<file path="config.mk">
export PLATFORM = sky130hd
export DESIGN_NAME = sat_accu_n_flat
export DESIGN_NICKNAME = d
export VERILOG_FILES = /design/src/rtl/sat_pkg.sv /design/src/rtl/sat_accu_n_if.sv /design/src/rtl/sat_add.sv /design/src/rtl/sat_accu_n.sv /design/src/flat_wrapper.sv
export SDC_FILE = /design/constraint.sdc
export NUM_CORES = 1
export LEC_CHECK = 0
export ABC_AREA = 1
export CORE_MARGIN = 2
export CORE_UTILIZATION = 23
export CTS_CLUSTER_DIAMETER = 100
export CTS_CLUSTER_SIZE = 8
export DETAILED_ROUTE_END_ITERATION = 12
export SYNTH_ARGS = -nofsm -noshare
export SYNTH_HDL_FRONTEND = slang
export SYNTH_SLANG_ARGS = --single-unit
</file>
<file path="constraint.sdc">
create_clock -name clk -period 1.74 [get_ports clk]
set_input_delay 0.522 -clock clk [delete_from_list [all_inputs] [get_ports clk]]
set_output_delay 0.522 -clock clk [all_outputs]
set_load 0.02 [all_outputs]
</file>
<file path="src/rtl/sat_pkg.sv">
// Shared types and saturation limits for the saturating frame accumulator.
package sat_pkg;

  typedef enum logic [1:0] {
    StIdle,
    StAcc,
    StOut
  } state_t;

  // Limits are computed in 64 bits and truncated by the caller to its own width.
  function automatic logic [63:0] sat_umax(input int unsigned width);
    return (64'd1 << width) - 64'd1;
  endfunction

  function automatic logic [63:0] sat_smax(input int unsigned width);
    return (64'd1 << (width - 1)) - 64'd1;
  endfunction

  function automatic logic [63:0] sat_smin(input int unsigned width);
    return 64'd1 << (width - 1);
  endfunction

endpackage

</file>
<file path="src/rtl/sat_accu_n_if.sv">
// Operand and result streams of the saturating accumulator, both valid/ready.
interface sat_accu_n_if #(
  parameter int unsigned WIDTH = 5
) ();

  logic             in_valid;
  logic             in_ready;
  logic [WIDTH-1:0] in_data;
  logic             out_valid;
  logic             out_ready;
  logic [WIDTH-1:0] out_sum;
  logic             out_of;

  modport slave (
    input  in_valid,
    input  in_data,
    input  out_ready,
    output in_ready,
    output out_valid,
    output out_sum,
    output out_of
  );

  modport master (
    output in_valid,
    output in_data,
    output out_ready,
    input  in_ready,
    input  out_valid,
    input  out_sum,
    input  out_of
  );

endinterface

</file>
<file path="src/rtl/sat_add.sv">
// Single-step saturating adder, unsigned or two's-complement.
module sat_add
  import sat_pkg::*;
#(
  parameter int unsigned WIDTH       = 5,
  parameter int unsigned SIGNED_MODE = 0
) (
  input  logic [WIDTH-1:0] a,
  input  logic [WIDTH-1:0] b,
  output logic [WIDTH-1:0] s,
  output logic             of
);

  localparam logic [WIDTH-1:0] UMax = WIDTH'(sat_umax(WIDTH));
  localparam logic [WIDTH-1:0] SMax = WIDTH'(sat_smax(WIDTH));
  localparam logic [WIDTH-1:0] SMin = WIDTH'(sat_smin(WIDTH));

  logic [WIDTH:0] sum;

  if (SIGNED_MODE != 0) begin : g_signed
    always_comb begin
      sum = {a[WIDTH-1], a} + {b[WIDTH-1], b};
      // Top two bits disagree only when the true sum left the representable range.
      of  = sum[WIDTH] ^ sum[WIDTH-1];
      if (!of) begin
        s = sum[WIDTH-1:0];
      end else if (sum[WIDTH]) begin
        s = SMin;
      end else begin
        s = SMax;
      end
    end
  end else begin : g_unsigned
    always_comb begin
      sum = {1'b0, a} + {1'b0, b};
      of  = sum[WIDTH];
      s   = of ? UMax : sum[WIDTH-1:0];
    end
  end

endmodule

</file>
<file path="src/rtl/sat_accu_n.sv">
// Frame accumulator: sums N_OPS streamed operands with per-step saturation and a
// sticky overflow flag, then presents one registered result per frame.
module sat_accu_n
  import sat_pkg::*;
#(
  parameter int unsigned WIDTH       = 5,
  parameter int unsigned N_OPS       = 4,
  parameter int unsigned SIGNED_MODE = 0
) (
  input logic         clk,
  input logic         rst_n,
  input logic         clr,
  sat_accu_n_if.slave bus
);

  localparam int unsigned CntW    = $clog2(N_OPS + 1);
  localparam logic [CntW-1:0] LastCnt = CntW'(N_OPS - 1);

  state_t           state_q;
  logic [WIDTH-1:0] acc_q;
  logic [CntW-1:0]  cnt_q;
  logic             of_q;
  logic             out_valid_q;
  logic [WIDTH-1:0] out_sum_q;
  logic             out_of_q;

  logic [WIDTH-1:0] add_s;
  logic             add_of;
  logic             accept;

  sat_add #(
    .WIDTH       (WIDTH),
    .SIGNED_MODE (SIGNED_MODE)
  ) u_add (
    .a  (acc_q),
    .b  (bus.in_data),
    .s  (add_s),
    .of (add_of)
  );

  assign bus.in_ready  = (state_q != StOut);
  assign accept        = bus.in_valid & bus.in_ready & ~clr;
  assign bus.out_valid = out_valid_q;
  assign bus.out_sum   = out_sum_q;
  assign bus.out_of    = out_of_q;

  always_ff @(posedge clk or negedge rst_n) begin
    if (!rst_n) begin
      state_q     <= StIdle;
      acc_q       <= '0;
      cnt_q       <= '0;
      of_q        <= 1'b0;
      out_valid_q <= 1'b0;
      out_sum_q   <= '0;
      out_of_q    <= 1'b0;
    end else if (clr) begin
      // Abort wins over any handshake in the same cycle.
      state_q     <= StIdle;
      acc_q       <= '0;
      cnt_q       <= '0;
      of_q        <= 1'b0;
      out_valid_q <= 1'b0;
      out_sum_q   <= '0;
      out_of_q    <= 1'b0;
    end else begin
      unique case (state_q)
        StIdle, StAcc: begin
          if (accept) begin
            acc_q <= add_s;
            of_q  <= of_q | add_of;
            cnt_q <= cnt_q + CntW'(1);
            // acc/cnt are zero in idle, so the same step logic covers the first operand.
            if ((N_OPS == 1) || (state_q == StAcc && cnt_q == LastCnt)) begin
              state_q     <= StOut;
              out_valid_q <= 1'b1;
              out_sum_q   <= add_s;
              out_of_q    <= of_q | add_of;
            end else begin
              state_q <= StAcc;
            end
          end
        end
        StOut: begin
          if (bus.out_ready) begin
            state_q     <= StIdle;
            out_valid_q <= 1'b0;
            acc_q       <= '0;
            cnt_q       <= '0;
            of_q        <= 1'b0;
          end
        end
        default: state_q <= StIdle;
      endcase
    end
  end

endmodule
</file>
<file path="src/flat_wrapper.sv">
// flat-port wrapper written by rule: the top's interface ports become plain ports
module sat_accu_n_flat import sat_pkg::*;
#(
  parameter int unsigned WIDTH       = 5,
  parameter int unsigned N_OPS       = 4,
  parameter int unsigned SIGNED_MODE = 0
)
  (clk, rst_n, clr, bus_in_valid, bus_in_data, bus_out_ready, bus_in_ready, bus_out_valid, bus_out_sum, bus_out_of);
  sat_accu_n_if #(.WIDTH(WIDTH)) bus_i ();
  input logic clk;
  input logic rst_n;
  input logic clr;
  input wire logic [$bits(bus_i.in_valid)-1:0] bus_in_valid;
  input wire logic [$bits(bus_i.in_data)-1:0] bus_in_data;
  input wire logic [$bits(bus_i.out_ready)-1:0] bus_out_ready;
  output wire logic [$bits(bus_i.in_ready)-1:0] bus_in_ready;
  output wire logic [$bits(bus_i.out_valid)-1:0] bus_out_valid;
  output wire logic [$bits(bus_i.out_sum)-1:0] bus_out_sum;
  output wire logic [$bits(bus_i.out_of)-1:0] bus_out_of;
  assign bus_i.in_valid = bus_in_valid;
  assign bus_i.in_data = bus_in_data;
  assign bus_i.out_ready = bus_out_ready;
  assign bus_in_ready = bus_i.in_ready;
  assign bus_out_valid = bus_i.out_valid;
  assign bus_out_sum = bus_i.out_sum;
  assign bus_out_of = bus_i.out_of;
  sat_accu_n #(.WIDTH(WIDTH), .N_OPS(N_OPS), .SIGNED_MODE(SIGNED_MODE)) u_core (.clk(clk), .rst_n(rst_n), .clr(clr), .bus(bus_i));
endmodule
</file>
**Met1 routing**

Scale bar: 20 µm. Supply wires on this layer in gray.
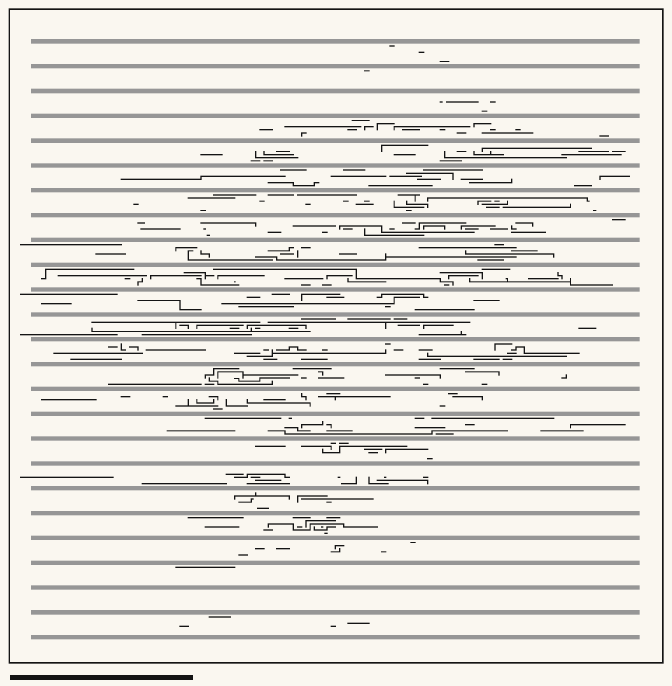
wire length on this layer: 1170 µm
share of all routed wire: 49%
main direction: horizontal
nets with wire on the layer: 169
longest straight run: 23.9 µm
Via Count: 923
Detailed Route WL: 2.384 mm
met1 global-route usage: 13.88%

**Metal 2**

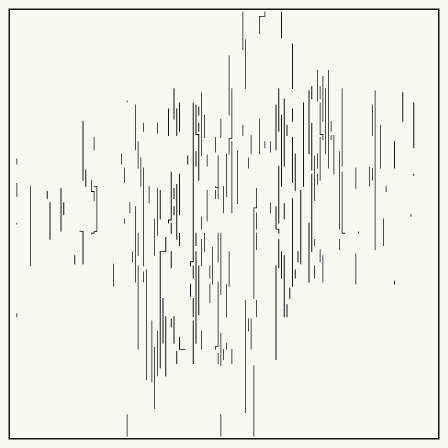
nets with wire on the layer: 144
wire length on this layer: 1090 µm
share of all routed wire: 46%

**Signal wires on met3**

Scale bar: 20 µm.
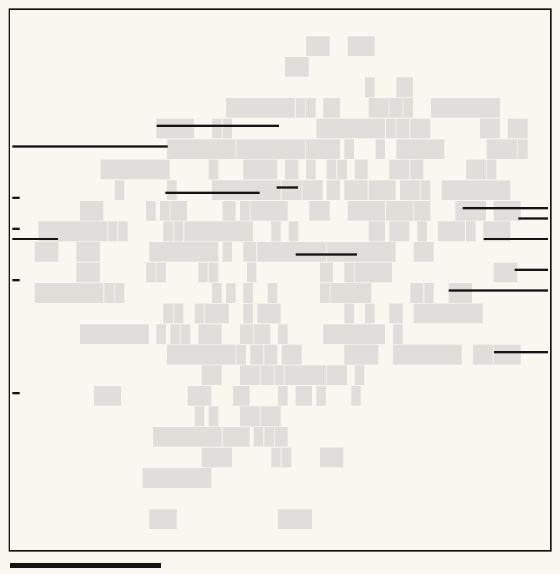
share of all routed wire: 4.8%
wire length on this layer: 114 µm
longest straight run: 20.2 µm
nets with wire on the layer: 13
met3 global-route usage: 3.657%

**Selected gate families**

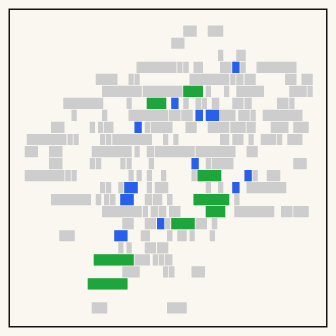
legend:
  aoi and oai cells:
    color: blue
    cells: 12
    where: middle
  fa/ha/maj cells:
    color: green
    cells: 8
number of standard cells in the layout, taps in and fillers out: 221
logic share of the area: 38.49%
most common cell after layout, fill and taps aside: sky130_fd_sc_hd__nand2_1

==> results_tabular.tex <==
% Table of physical implementation metrics
\begin{tabular}{lr}
\hline
Metric & Value \\
\hline
\multicolumn{2}{l}{\textbf{Clock network}} \\
Clock tree sinks & 18 \\
TritonCTS clock tree & done \\
Clock-pin slew reported for the worst setup and hold paths after clock tree synthesis & approximately 0.070 ns \\
Clk\_lat worst skew & about 0.26 ns \\
Clock tree root driver cell & sky130\_fd\_sc\_hd\_\_clkbuf\_8 \\
Number of buffers inserted during clock tree synthesis & 3 \\
Setup fix buffers added after clock tree synthesis & 0 \\
Max Buffers Root-to-Sink & 2 \\
Number of buffers inserted for hold repair after clock tree synthesis & 0 \\
Number of cells upsized or downsized after cts & 13 \\
Deepest level of the CTS H-tree & 1 \\
\multicolumn{2}{l}{\textbf{Worst setup path}} \\
Crit path capture type & register \\
CP Capture Point & u\_core.bus.out\_sum[4] \\
Critical path startpoint category & input pin \\
Number of logic stages on the critical path including buffering & 7 \\
Kind of cell adding the most delay to the critical path & buffers and inverters \\
Ordered cell list for the critical path & clkdlybuf4s50\_1 -> ha\_4 -> or2\_2 -> nand3\_1 -> nand2\_2 -> o21ai\_2 -> nand2\_1 \\
Largest stage delay, worst path & 0.51 ns \\
Slowest stage cell on the critical path & sky130\_fd\_sc\_hd\_\_clkdlybuf4s50\_1 \\
Required time at the endpoint of the critical path & about 1.9 ns \\
Worst-path maximum fanout & 3 \\
Launching point of the worst reg2reg path & u\_core.acc\_q[0] \\
Critical register-to-register path endpoint & u\_core.bus.out\_sum[4] \\
Register-to-register setup slack & approximately 0.21 ns \\
Number of cells on the worst reg-to-reg path & 8 \\
Arrival time at the worst endpoint & between 1.5 and 2 ns \\
CP Class & in2reg \\
\multicolumn{2}{l}{\textbf{Cells and area}} \\
Logic area & a little under 600 µm² \\
Share of the final layout cell area in sequential cells & slightly below 30\% \\
Inverters excl. clock & 16 \\
P\&R area growth vs syn & 45.45\% \\
Fraction of cell area in non-clock buffers & about 20\% \\
Summed area of non-filler cells in the final layout & around 1500 µm² \\
Combinational gate count & between 90 and 100 \\
Total number of nets in the final design & $\sim$190 \\
N\_diodes & 0 \\
Most used cells in the layout excluding fill and tap cells & 47 x sky130\_fd\_sc\_hd\_\_nand2\_1, 19 x sky130\_fd\_sc\_hd\_\_buf\_4, 18 x sky130\_fd\_sc\_hd\_\_dfrtp\_1, 11 x sky130\_fd\_sc\_hd\_\_inv\_1, 9 x sky130\_fd\_sc\_hd\_\_dlygate4sd2\_1 \\
Dominant kind of cell & combinational gates \\
Clock-cell share of area & 3.618\% \\
Flip-flops & 18 \\
Sequential cell area & $\sim$450 µm² \\
Utilization of the core after routing & about a third \\
Share of cells above drive strength 1 & a little over 30\% \\
\multicolumn{2}{l}{\textbf{Timing}} \\
Setup repair after global routing missed its margin & yes \\
Post-Route Hold Slack & 0.4708 ns \\
Post-route fraction of the period consumed by the critical path & between 90 and 100\% \\
Maximum operating frequency & 588.8 MHz \\
Tightest slew margin relative to the limit & 83.63\% \\
Clk\_skew & 0.002013 ns \\
Count of pins over their slew limit & 0 \\
Setup-violating endpoint count in the final report & 0 \\
Hold Fails Final Rpt & 0 \\
Final worst-path setup slack & about 0.042 ns \\
Sum of negative setup slack & 0 ns \\
Tmin final & roughly 1.7 ns \\
\multicolumn{2}{l}{\textbf{Drt}} \\
Number of remaining DRC errors & 0 \\
Sum of met2 wire segment lengths after detailed routing & between 1 and 1.5 mm \\
Number of violations reported at the end of detailed-routing iteration 0 & 28 \\
Drt via density & between 4 and 5 \\
TritonRoute pass-1 iters & 2 \\
Met3 wirelength from detailed routing & between 100 and 150 µm \\
Remaining antenna violation count after routing & 0 \\
DRT met1 WL & between 1 and 1.5 mm \\
Drt wl/cell & $\sim$11 µm \\
\multicolumn{2}{l}{\textbf{Hold path}} \\
Worst hold path stage count & 2 \\
Origin of the worst min-delay path & u\_core.bus.out\_valid \\
Hold path endpoint & u\_core.bus.out\_valid \\
Min-delay worst type & reg2reg \\
\multicolumn{2}{l}{\textbf{Synthesis}} \\
Area fraction in full adders, half adders and majority gates & around a tenth \\
Number of instances in the synthesized netlist & 129 \\
Share of the yosys chip area belonging to registers & approximately 43\% \\
Area fraction in mux cells & 0\% \\
Cell type with the largest total area & sky130\_fd\_sc\_hd\_\_dfrtp\_1 \\
Total cells reported by yosys after synthesis & between 100 and 150 \\
Area share of xor/xnor cells in the synthesized design & less than 1\% \\
Mean area per synthesized cell & a little over 8 µm² \\
Post-synthesis simple-gate area fraction & between 30\% and 40\% \\
Leading post-synthesis cells by instance count & 49 x sky130\_fd\_sc\_hd\_\_nand2\_1, 18 x sky130\_fd\_sc\_hd\_\_dfrtp\_1, 11 x sky130\_fd\_sc\_hd\_\_inv\_1, 7 x sky130\_fd\_sc\_hd\_\_ha\_1, 7 x sky130\_fd\_sc\_hd\_\_nand3\_1 \\
Number of distinct library cells after synthesis & 23 \\
Number of warnings printed during yosys synthesis & 0 \\
Commonest flop & sky130\_fd\_sc\_hd\_\_dfrtp\_1 \\
Flip-flops with a built-in enable & 0 \\
Flop and latch count out of synthesis & 18 \\
Aoi/oai-family share of the synthesized area & between 6 and 7\% \\
Nets in the synthesized netlist & approximately 150 \\
Async set-reset flop share out of synthesis & 100.0\% \\
Portion of synthesized cell area occupied by the leading cell type & approximately 43\% \\
Most popular library cell in the synthesized design by count & sky130\_fd\_sc\_hd\_\_nand2\_1 \\
Largest family of logic cells by area & simple AND/OR/NAND/NOR gates \\
Cell types with the largest area share after synthesis & sky130\_fd\_sc\_hd\_\_dfrtp\_1 43\%, sky130\_fd\_sc\_hd\_\_nand2\_1 18\%, sky130\_fd\_sc\_hd\_\_ha\_1 8.4\%, sky130\_fd\_sc\_hd\_\_inv\_1 3.9\%, sky130\_fd\_sc\_hd\_\_nand3\_1 3.3\% \\
Cell area after technology mapping & approximately 1000 µm² \\
Chip area in the Yosys report & $\sim$1000 µm² \\
\multicolumn{2}{l}{\textbf{Power and ir drop}} \\
Internal power contribution & about 0.00079 W \\
Power density over cell area & $\sim$740 nW/µm² \\
Power drawn by the clock network & between 0.0003 and 0.0004 W \\
Group drawing the most power & registers \\
Gate power share & $\sim$28\% \\
Cell leakage power & roughly 0.84 nW \\
Combinational power & 0.000314 W \\
Sum of internal, switching and leakage power & 0.001131 W \\
Clock network fraction of total power & a little under a third \\
Share of total power in sequential cells & between 40 and 50\% \\
Sw Ratio & 29.91\% \\
Maximum resistive drop on vdd & roughly 310 µV \\
Switching pwr & roughly 0.00034 W \\
\multicolumn{2}{l}{\textbf{Flow run}} \\
Tally of max-capacitance violations & 0 \\
Number of logged tool warnings & 27 \\
\multicolumn{2}{l}{\textbf{GRT}} \\
Leftover overflow at the end of global routing & 0 \\
Largest net degree at the start of global routing & 19 \\
Number of global-route vias before repair & $\sim$950 \\
Wire length of the first global-routing pass & about 4.2 mm \\
Combined global-route utilization of all metal layers & a little over a tenth \\
Number of antenna violations at the first check in global routing & 0 \\
Most Crowded Layer GR & met2 \\
Met2 Track Usage GR & between 15 and 20\% \\
\multicolumn{2}{l}{\textbf{Place}} \\
DP Area & between 1000 and 1500 µm² \\
Setup Slack @ Placement & -0.4267 ns \\
Dpl cells & 216 \\
Count of port buffers added during placement & 17 \\
\multicolumn{2}{l}{\textbf{Die}} \\
Well Taps & 52 \\
Area of the placeable core & roughly 4400 µm² \\
Die H & 71.44 µm \\
Die W & between 70 and 80 µm \\
Top Ports & 18 \\
Die footprint & 5103 µm² \\
FP Rows & 24 \\
\multicolumn{2}{l}{\textbf{Status}} \\
Run status & finished clean \\
\hline
\end{tabular}
Power and IR drop assume default switching activity.
